### src/rtl/trace_pkg.sv
// trace_pkg: shared record type, packet constants and serializer states for the retire trace
package trace_pkg;

    typedef struct packed {
        logic [4:0]  rd;
        logic [31:0] pc;
        logic [31:0] wdata;
    } trace_rec_t;

    localparam logic [7:0] SYNC_BYTE = 8'hA5;
    localparam int         PKT_BYTES = 10;

    typedef enum logic [2:0] {IDLE, LOAD, START, DATA, STOP} tx_state_t;

    // Byte i of the on-wire packet: sync, {000,rd}, pc LSB-first, wdata LSB-first
    function automatic logic [7:0] pkt_byte(trace_rec_t r, logic [3:0] i);
        logic [79:0] p;
        p = {r.wdata, r.pc, 3'b000, r.rd, SYNC_BYTE};
        return p[{i, 3'b000} +: 8];
    endfunction

endpackage

### src/rtl/retire_trace_uart_if.sv
// retire_trace_uart_if: retirement trace bus from the core to the trace capture block
//   valid : one-cycle pulse per retired write-back
//   pc    : PC of the retiring instruction
//   rd    : destination register
//   wdata : write-back value
interface retire_trace_uart_if;
    logic        valid;
    logic [31:0] pc;
    logic [4:0]  rd;
    logic [31:0] wdata;
    modport master (output valid, pc, rd, wdata);
    modport slave  (input  valid, pc, rd, wdata);
endinterface

### src/rtl/trace_fifo.sv
// trace_fifo: synchronous FIFO that accepts push+pop together even when full
//   clk, rst_n        : clock, async active-low reset
//   push, wdata       : write request and data (ignored when full unless popping)
//   pop, rdata        : read request and head-of-queue data
//   full, empty, count: occupancy status
module trace_fifo #(
    parameter int DEPTH = 8,
    parameter int W     = 69
) (
    input  logic                   clk,
    input  logic                   rst_n,
    input  logic                   push,
    input  logic                   pop,
    input  logic [W-1:0]           wdata,
    output logic [W-1:0]           rdata,
    output logic                   full,
    output logic                   empty,
    output logic [$clog2(DEPTH):0] count
);
    localparam int AW = $clog2(DEPTH);
    logic [W-1:0]  mem [DEPTH];
    logic [AW-1:0] wr_ptr, rd_ptr;
    logic          do_push, do_pop;
    assign full    = count == (AW+1)'(DEPTH);
    assign empty   = count == '0;
    assign do_pop  = pop && !empty;
    assign do_push = push && (!full || do_pop);
    assign rdata   = mem[rd_ptr];
    always_ff @(posedge clk or negedge rst_n)
        if (!rst_n) begin
            wr_ptr <= '0;
            rd_ptr <= '0;
            count  <= '0;
        end else begin
            wr_ptr <= do_push ? wr_ptr + AW'(1) : wr_ptr;
            rd_ptr <= do_pop ? rd_ptr + AW'(1) : rd_ptr;
            count  <= count + (AW+1)'(do_push) - (AW+1)'(do_pop);
        end
    always_ff @(posedge clk)
        if (do_push) mem[wr_ptr] <= wdata;
endmodule

### src/rtl/retire_trace_uart.sv
// retire_trace_uart: captures retired write-backs and streams them as 10-byte 8N1 UART packets
//   clk, rst_n : clock, async active-low reset
//   trace      : retirement trace bus (slave side), never back-pressured
//   uart_tx    : serial output, idle high
//   busy       : serializer not in IDLE
//   fifo_count : buffered records
//   overflow   : sticky drop flag
//   drop_count : dropped records, saturating at 255
module retire_trace_uart import trace_pkg::*; #(
    parameter int DEPTH        = 8,
    parameter int CLKS_PER_BIT = 104
) (
    input  logic                   clk,
    input  logic                   rst_n,
    retire_trace_uart_if.slave     trace,
    output logic                   uart_tx,
    output logic                   busy,
    output logic [$clog2(DEPTH):0] fifo_count,
    output logic                   overflow,
    output logic [7:0]             drop_count
);
    localparam int             BW       = $clog2(CLKS_PER_BIT);
    localparam logic [BW-1:0]  BAUD_MAX = BW'(CLKS_PER_BIT - 1);
    tx_state_t                 state;
    trace_rec_t                rec_in, pkt;
    logic [$bits(trace_rec_t)-1:0] rdata;
    logic                      full, empty, pop, drop, baud_end;
    logic [BW-1:0]             baud_cnt;
    logic [2:0]                bit_idx;
    logic [3:0]                byte_idx;
    logic [7:0]                cur_byte;
    assign rec_in   = {trace.rd, trace.pc, trace.wdata};
    assign pop      = state == IDLE && !empty;
    // A pop in the same cycle frees a slot, so only a full FIFO with no pop drops
    assign drop     = trace.valid && full && !pop;
    assign baud_end = baud_cnt == BAUD_MAX;
    assign cur_byte = pkt_byte(pkt, byte_idx);
    trace_fifo #(.DEPTH(DEPTH), .W($bits(trace_rec_t))) u_fifo (
        .clk   (clk),
        .rst_n (rst_n),
        .push  (trace.valid),
        .pop   (pop),
        .wdata (rec_in),
        .rdata (rdata),
        .full  (full),
        .empty (empty),
        .count (fifo_count)
    );
    always_ff @(posedge clk or negedge rst_n)
        if (!rst_n) begin
            overflow   <= 1'b0;
            drop_count <= '0;
        end else if (drop) begin
            overflow   <= 1'b1;
            drop_count <= drop_count == 8'hFF ? drop_count : drop_count + 8'd1;
        end
    // The popped head is captured at the pop edge, since the read pointer moves on that edge
    always_ff @(posedge clk or negedge rst_n)
        if (!rst_n) begin
            state    <= IDLE;
            uart_tx  <= 1'b1;
            busy     <= 1'b0;
            baud_cnt <= '0;
            bit_idx  <= '0;
            byte_idx <= '0;
            pkt      <= '0;
        end else begin
            baud_cnt <= baud_end || state == IDLE || state == LOAD ? '0 : baud_cnt + BW'(1);
            case (state)
                IDLE: if (pop) begin
                    pkt   <= rdata;
                    busy  <= 1'b1;
                    state <= LOAD;
                end
                LOAD: begin
                    byte_idx <= '0;
                    uart_tx  <= 1'b0;
                    state    <= START;
                end
                START: if (baud_end) begin
                    bit_idx <= '0;
                    uart_tx <= cur_byte[0];
                    state   <= DATA;
                end
                DATA: if (baud_end) begin
                    bit_idx <= bit_idx + 3'd1;
                    uart_tx <= bit_idx == 3'd7 ? 1'b1 : cur_byte[bit_idx + 3'd1];
                    state   <= bit_idx == 3'd7 ? STOP : DATA;
                end
                STOP: if (baud_end) begin
                    if (byte_idx < 4'(PKT_BYTES - 1)) begin
                        byte_idx <= byte_idx + 4'd1;
                        uart_tx  <= 1'b0;
                        state    <= START;
                    end else begin
                        busy  <= 1'b0;
                        state <= IDLE;
                    end
                end
                default: state <= IDLE;
            endcase
        end
endmodule

### src/flat_wrapper.sv
// flat-port wrapper written by rule: the top's interface ports become plain ports
module retire_trace_uart_flat import trace_pkg::*;
#(
    parameter int DEPTH        = 8,
    parameter int CLKS_PER_BIT = 104
)
  (clk, rst_n, uart_tx, busy, fifo_count, overflow, drop_count, trace_valid, trace_pc, trace_rd, trace_wdata);
  retire_trace_uart_if trace_i ();
  input  logic clk;
  input  logic rst_n;
  output logic uart_tx;
  output logic busy;
  output logic [$clog2(DEPTH):0] fifo_count;
  output logic overflow;
  output logic [7:0] drop_count;
  input wire logic [$bits(trace_i.valid)-1:0] trace_valid;
  input wire logic [$bits(trace_i.pc)-1:0] trace_pc;
  input wire logic [$bits(trace_i.rd)-1:0] trace_rd;
  input wire logic [$bits(trace_i.wdata)-1:0] trace_wdata;
  assign trace_i.valid = trace_valid;
  assign trace_i.pc = trace_pc;
  assign trace_i.rd = trace_rd;
  assign trace_i.wdata = trace_wdata;
  retire_trace_uart #(.DEPTH(DEPTH), .CLKS_PER_BIT(CLKS_PER_BIT)) u_core (.clk(clk), .rst_n(rst_n), .trace(trace_i), .uart_tx(uart_tx), .busy(busy), .fifo_count(fifo_count), .overflow(overflow), .drop_count(drop_count));
endmodule
### config.mk
export PLATFORM = sky130hd
export DESIGN_NAME = retire_trace_uart_flat
export DESIGN_NICKNAME = d
export VERILOG_FILES = /design/src/rtl/trace_pkg.sv /design/src/rtl/retire_trace_uart_if.sv /design/src/rtl/trace_fifo.sv /design/src/rtl/retire_trace_uart.sv /design/src/flat_wrapper.sv
export SDC_FILE = /design/constraint.sdc
export NUM_CORES = 1
export LEC_CHECK = 0
export CORE_ASPECT_RATIO = 1.2
export CORE_MARGIN = 3
export CORE_UTILIZATION = 60
export CTS_BUF_LIST = sky130_fd_sc_hd__clkbuf_4
export DETAILED_ROUTE_END_ITERATION = 10
export PLACE_DENSITY = 0.78
export SYNTH_ARGS = -nofsm -noshare
export SYNTH_HDL_FRONTEND = slang
export SYNTH_SLANG_ARGS = --single-unit
### constraint.sdc
create_clock -name clk -period 24.3 [get_ports clk]
set_input_delay 2.43 -clock clk [delete_from_list [all_inputs] [get_ports clk]]
set_output_delay 2.43 -clock clk [all_outputs]
set_load 0.05 [all_outputs]
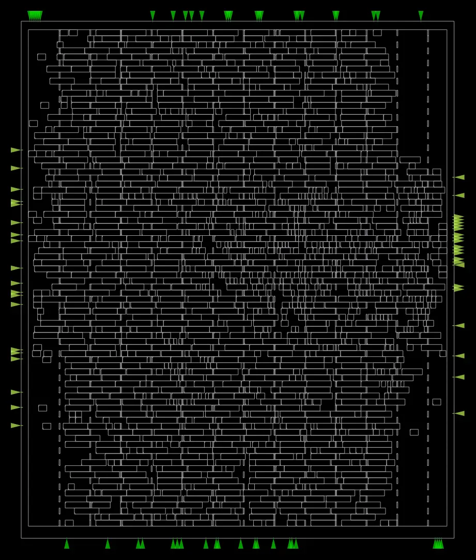
Fig. 1. Placement view.
Site Rows: 82
utilization of the core after routing: 0.693
# fillers: 2587
Non-Filler Instances: 2147

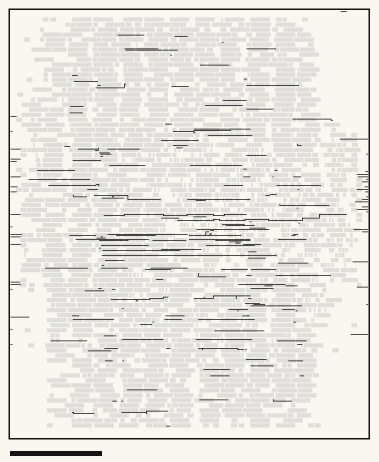
Fig. 2. M3 wires.
Bar = 50 um. Cells faint in the background.
longest straight run = 94.8 um
main direction = horizontal
nets with wire on the layer = 120
wire length on this layer = 2490 um
share of all routed wire = 5.1%

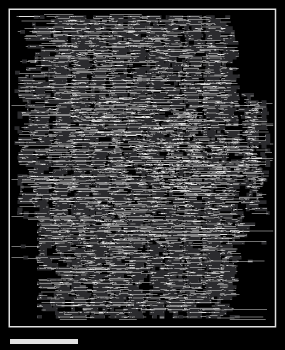
Fig. 3. Metal 1.
Bar = 50 um. Cells faint in the background.
wire length on this layer = 20.1 mm
main direction = horizontal
nets with wire on the layer = 1499
longest straight run = 43.2 um
share of all routed wire = 41%
WL final: 48.7 mm
Vias: 12720

==> results.yml <==
# flow metrics
finish:
  mi_logic_area_um2: 6020
  seq_area_um2: 19300
  drive_gt1_frac: 0.278
power:
  power_density_nw_per_um2: 88.9
  power_leakage_uw: 0.00994
  p_switching_uw: 619
die:
  fp.dieH_um: 232
clocking:
  cts_tree: "done"
  postCtsSetupRepairBufs: 0
  cts_sinks: 659
detailed_routing:
  drt-initial-drc-count: 942
  detail_route.first_pass.iterations: 4
  vias_per_cell: 5.92
  wl_per_cell_um: 22.7
  remaining_drc_errors: 0
yosys:
  synth-main-ff-cell: "edfxtp_1"
  top_cell_area_share: 0.647
  ys_seq_share: 0.752
  yosys_cells: 1284
  netlist_instances: 1284
  synth_area_um2: 25600
place:
  placed_area_um2: 27100
  dpl.hpwl_mm: 27.4
timing:
  rsz0062_at_grt: "no"
  hold_ws_ns: 0.461
  worst_slew_pin_slew_ns: 1.14
  setup_viol: 0
  final.setup_skew_ns: 0.0517
critical_path:
  crit_path_end_kind: "primary output"
  cp_top_family: "buffers and inverters"
  crit_arrival_ns: 2.26
  critPathBufInv: 1
global_route:
  grt_start_max_net_pins: 82
  grt_overflow: 0
status:
  status: "completed"
min_path:
  hp-class: "reg -> reg"
## placed cells by master (no fill, tap or decap), types with 13 or more instances in the layout
cell,count
clkbuf_4,238
mux4_2,144
clkdlybuf4s50_1,85
nand2_1,98
buf_4,23
inv_1,13
nor2_1,15
mux2i_1,76
o21ai_0,78
ha_1,14
edfxtp_1,552
clkinv_1,23
dfrtp_1,103
## layout make-up
type | count | share of cell area
Inverter | 15 | 0.00194
Clock buffer | 238 | 0.0614
Sequential cell | 659 | 0.662
Timing Repair Buffer | 108 | 0.0352
Antenna cell | 1 | 0.0000860
Multi-Input combinational cell | 545 | 0.207
Tap cell | 546 | 0.0235
Clock inverter | 35 | 0.00830
## power groups by stage
stage / combinational (uW) / clock [uW] / sequential, uW
after global routing: 286 / 971 / 1440
after floorplan: 134 / 0 / 1480
after CTS: 271 / 911 / 1430
after global placement: 262 / 0 / 1440
after detailed placement: 270 / 0 / 1460
final: 265 / 887 / 1430
## flip-flops by register name, summed over array words and instances, names as in the netlist, 4 cells and up
signal               cells
u_core.pkt              69
u_core.u_fifo.mem      552
u_core.u_fifo.count      4
u_core.baud_cnt          7
u_core.drop_count        8
u_core.byte_idx          4
## through the flow
step | utilization | instances
after CTS | 0.693 | 2146
after detailed placement | 0.645 | 1873
after global routing | 0.693 | 2147
final | 0.693 | 2147
after floorplan | - | 1284
after global placement | 0.645 | 1873
## metal layers
layer / up-vias / track usage / wire (um)
met5: - / 0 / 0
met4: 0 / 0.0828 / 925
met3: 61 / 0.0438 / 2490
met2: 375 / 0.367 / 25200
met1: 6635 / 0.302 / 20100
li1: 5649 / - / -
## worst paths after layout
kind,startpoint,to,slack [ns],depth (start not counted)
worst max-delay path,u_core.uart_tx,uart_tx,19.61,1
worst min-delay path,u_core.baud_cnt[0],u_core.baud_cnt[0],0.46,1
worst max register to register,u_core.state[0],u_core.u_fifo.mem[3][1],20.58,7
worst min register to register,u_core.baud_cnt[0],u_core.baud_cnt[0],0.46,1
max in group asynchronous,rst_n,u_core.u_fifo.rd_ptr[2],21.33,2
min in group asynchronous,rst_n,u_core.u_fifo.count[0],1.51,1
## cell families (layout without fill, tap and decap cells)
kind of cell               Yosys count  after routing  share of synthesized area
AOI/OAI and AO/OA                  115            115                     0.0266
xor gates and xnor gates            18             18                    0.00616
adders and majority gates           15             15                    0.00762
buffers and inverters               80            396                     0.0146
DFF                                659            659                      0.752
muxes                              230            230                      0.163
other                                0              1                          0
and+or+nand+nor                    167            167                     0.0298
Power figures rest on the tool's default switching activity, not on a simulated workload.
